## config.mk

```make
export PLATFORM = sky130hd
export DESIGN_NAME = stream_arb_mux
export DESIGN_NICKNAME = d
export VERILOG_FILES = /design/src/rtl/stream_arb_mux.sv
export SDC_FILE = /design/constraint.sdc
export NUM_CORES = 1
export LEC_CHECK = 0
export CORE_UTILIZATION = 30
export DETAILED_ROUTE_END_ITERATION = 12
export PLACE_DENSITY = 0.71
export REMOVE_ABC_BUFFERS = 1
export SYNTH_ARGS = -nofsm -noshare
export SYNTH_HDL_FRONTEND = slang
export SYNTH_SLANG_ARGS = --single-unit
```

## constraint.sdc

```tcl
create_clock -name clk -period 3.86 [get_ports clk]
set_input_delay 0.965 -clock clk [delete_from_list [all_inputs] [get_ports clk]]
set_output_delay 0.965 -clock clk [all_outputs]
set_load 0.05 [all_outputs]
```

## src/rtl/stream_arb_mux.sv

```systemverilog
// Arbitrates M valid/ready streams (fixed select or round-robin) onto one registered output.
// One cycle from input handshake to out_valid; in_ready follows downstream space, so a full register stalls every input.
module stream_arb_mux #(
  parameter int N     = 32,
  parameter int M     = 4,
  parameter int SEL_W = 2
) (
  input  logic             clk,
  input  logic             rst,
  input  logic [M*N-1:0]   in_data,
  input  logic [M-1:0]     in_valid,
  output logic [M-1:0]     in_ready,
  input  logic             mode,
  input  logic [SEL_W-1:0] select,
  output logic [N-1:0]     out_data,
  output logic             out_valid,
  input  logic             out_ready,
  output logic [SEL_W-1:0] out_src
);

  localparam int VW = 2**SEL_W;

  logic [VW-1:0]    valid_pad;
  logic [SEL_W-1:0] last;
  logic [SEL_W-1:0] rr_idx;
  logic [SEL_W-1:0] rr_cand;
  logic             rr_found;
  int               scan;
  logic [SEL_W-1:0] grant;
  logic             grant_vld;
  logic             can_accept;
  logic             xfer_in;
  logic [N-1:0]     grant_dat;

  // Indices at or above M select zero-padded bits, so an out-of-range select never grants.
  assign valid_pad = VW'(in_valid);

  always_comb begin
    rr_found = 1'b0;
    rr_idx   = '0;
    rr_cand  = '0;
    scan     = 0;
    for (int k = 1; k <= M; k++) begin
      scan    = (int'(last) + k) % M;
      rr_cand = SEL_W'(scan);
      if (!rr_found && valid_pad[rr_cand]) begin
        rr_found = 1'b1;
        rr_idx   = rr_cand;
      end
    end
  end

  assign grant      = mode ? rr_idx : select;
  assign grant_vld  = mode ? rr_found : valid_pad[select];
  assign can_accept = ~out_valid | out_ready;
  assign in_ready   = (grant_vld && can_accept && !rst) ? ({{(M-1){1'b0}}, 1'b1} << grant) : '0;
  assign xfer_in    = grant_vld && can_accept && !rst;

  always_comb begin
    grant_dat = '0;
    for (int i = 0; i < M; i++) begin
      if (grant == SEL_W'(i)) grant_dat = in_data[i*N +: N];
    end
  end

  always_ff @(posedge clk or posedge rst) begin
    if (rst) begin
      out_valid <= 1'b0;
      out_data  <= '0;
      out_src   <= '0;
      last      <= SEL_W'(M-1);
    end else begin
      if (xfer_in) begin
        out_valid <= 1'b1;
        out_data  <= grant_dat;
        out_src   <= grant;
        if (mode) last <= grant;
      end else if (out_valid && out_ready) begin
        out_valid <= 1'b0;
      end
    end
  end

endmodule

```

**Track usage over the die**

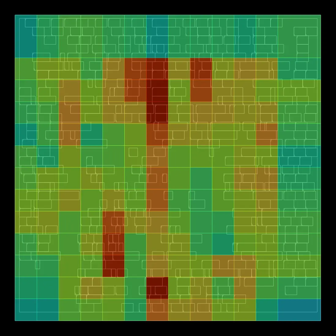
global route hottest layer: met2
final core utilization: 0.5385
Total GRT Usage: 0.1808

**Where the registers sit**

Scale: 4 px per um. Other sequential cells in the stronger grey, the rest of the logic in the fainter grey.
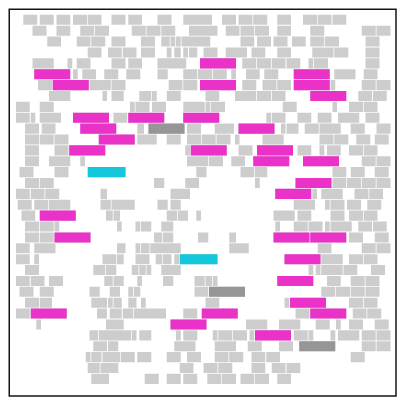
legend:
  cyan:
    netlist_name: last
    sequential_cells: 2
  magenta:
    netlist_name: out_data
    sequential_cells: 32

**Drive-strength map**

Scale: 4 px per um.
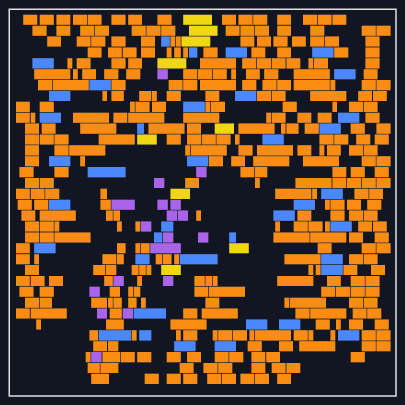
legend:
  purple:
    size: x3 and x4
    cells: 18
    share: 4.3%
    most_used: buf_4
  yellow:
    size: x6 and larger
    cells: 9
    share: 2.1%
    most_used: clkbuf_8
  orange:
    size: x1 and smaller
    cells: 355
    share: 84%
    most_used: clkdlybuf4s50_1
  blue:
    size: x2
    cells: 39
    share: 9.3%
    most_used: o221ai_2

-- state kept, by name, indices dropped and copies added (netlist names) --
name	cells
out_data	32
last	2
out_src	2
out_valid	1
-- how the worst max path moves through the flow --
stage | endpoint | cells past startpoint
after floorplan | in_ready[1] | 6
after global placement | in_ready[3] | 8
after detailed placement | in_ready[2] | 8
after CTS | in_ready[2] | 8
after global routing | in_ready[0] | 6
final | in_ready[0] | 6
-- report_power, final --
part	switching, mW	internal, mW
Combinational	1.01	0.690
Clock	0.146	0.125
Sequential	0.108	0.555
-- metal layers --
layer  global-route usage  wire (um)
met4              0.07230        256
met3              0.03397        687
met5                    0          0
met1               0.1962       3245
met2               0.3422       4497
-- worst max-delay path: cells and delay by family --
family	cells	cell delay [ps]
mux	1	550
compound gates	1	200
simple gates	2	270
buf+inv	2	690
==> run summary <==
status: completed
top cells, area: dfrtp_1 (33%), mux2i_1 (24%), o221ai_2 (15%)
asr flop ratio synth: 1.000
Die W: 96.30 um
Area leader share: 0.3283
full die area: 9273 um2
I/O pin cnt: 177
most frequent logic cell in the layout: clkdlybuf4s50_1
Non-clk bufs: 191
prevailing post-synth register cell: dfrtp_1
Final Max Tran Viols: 0
P per Cell Area: 563.1 nW/um2
warnings from Yosys: 0
clock transition at the registers of the reported paths: 80 ps
Rel. slew slack: 0.6102
Seq. cell area: 928.4 um2
Post-synth seq share: 0.3480
period utilisation layout: 0.9399
DIE HEIGHT: 96.30 um
CTS tree: done
hold_ws: 484.5 ps
worst r2r src: last[0]
worst setup margin: 232.0 ps
area fraction in xor and xnor cells: 0
largest net degree at the start of global routing: 38
first-pass GRT wire length: 12620 um
critical path type: input pin to output port
FP Rows: 34
tool warnings: 25
Post CTS Setup Buffer Count: 0
Comb gates: 178
CP startpoint kind: input pin
MaxCap Viol Count: 0
Post-synth EDFFs: 0
worst-margin pin slew: 584.6 ps
Largest logic family: multiplexers
Power and IR drop assume default switching activity.
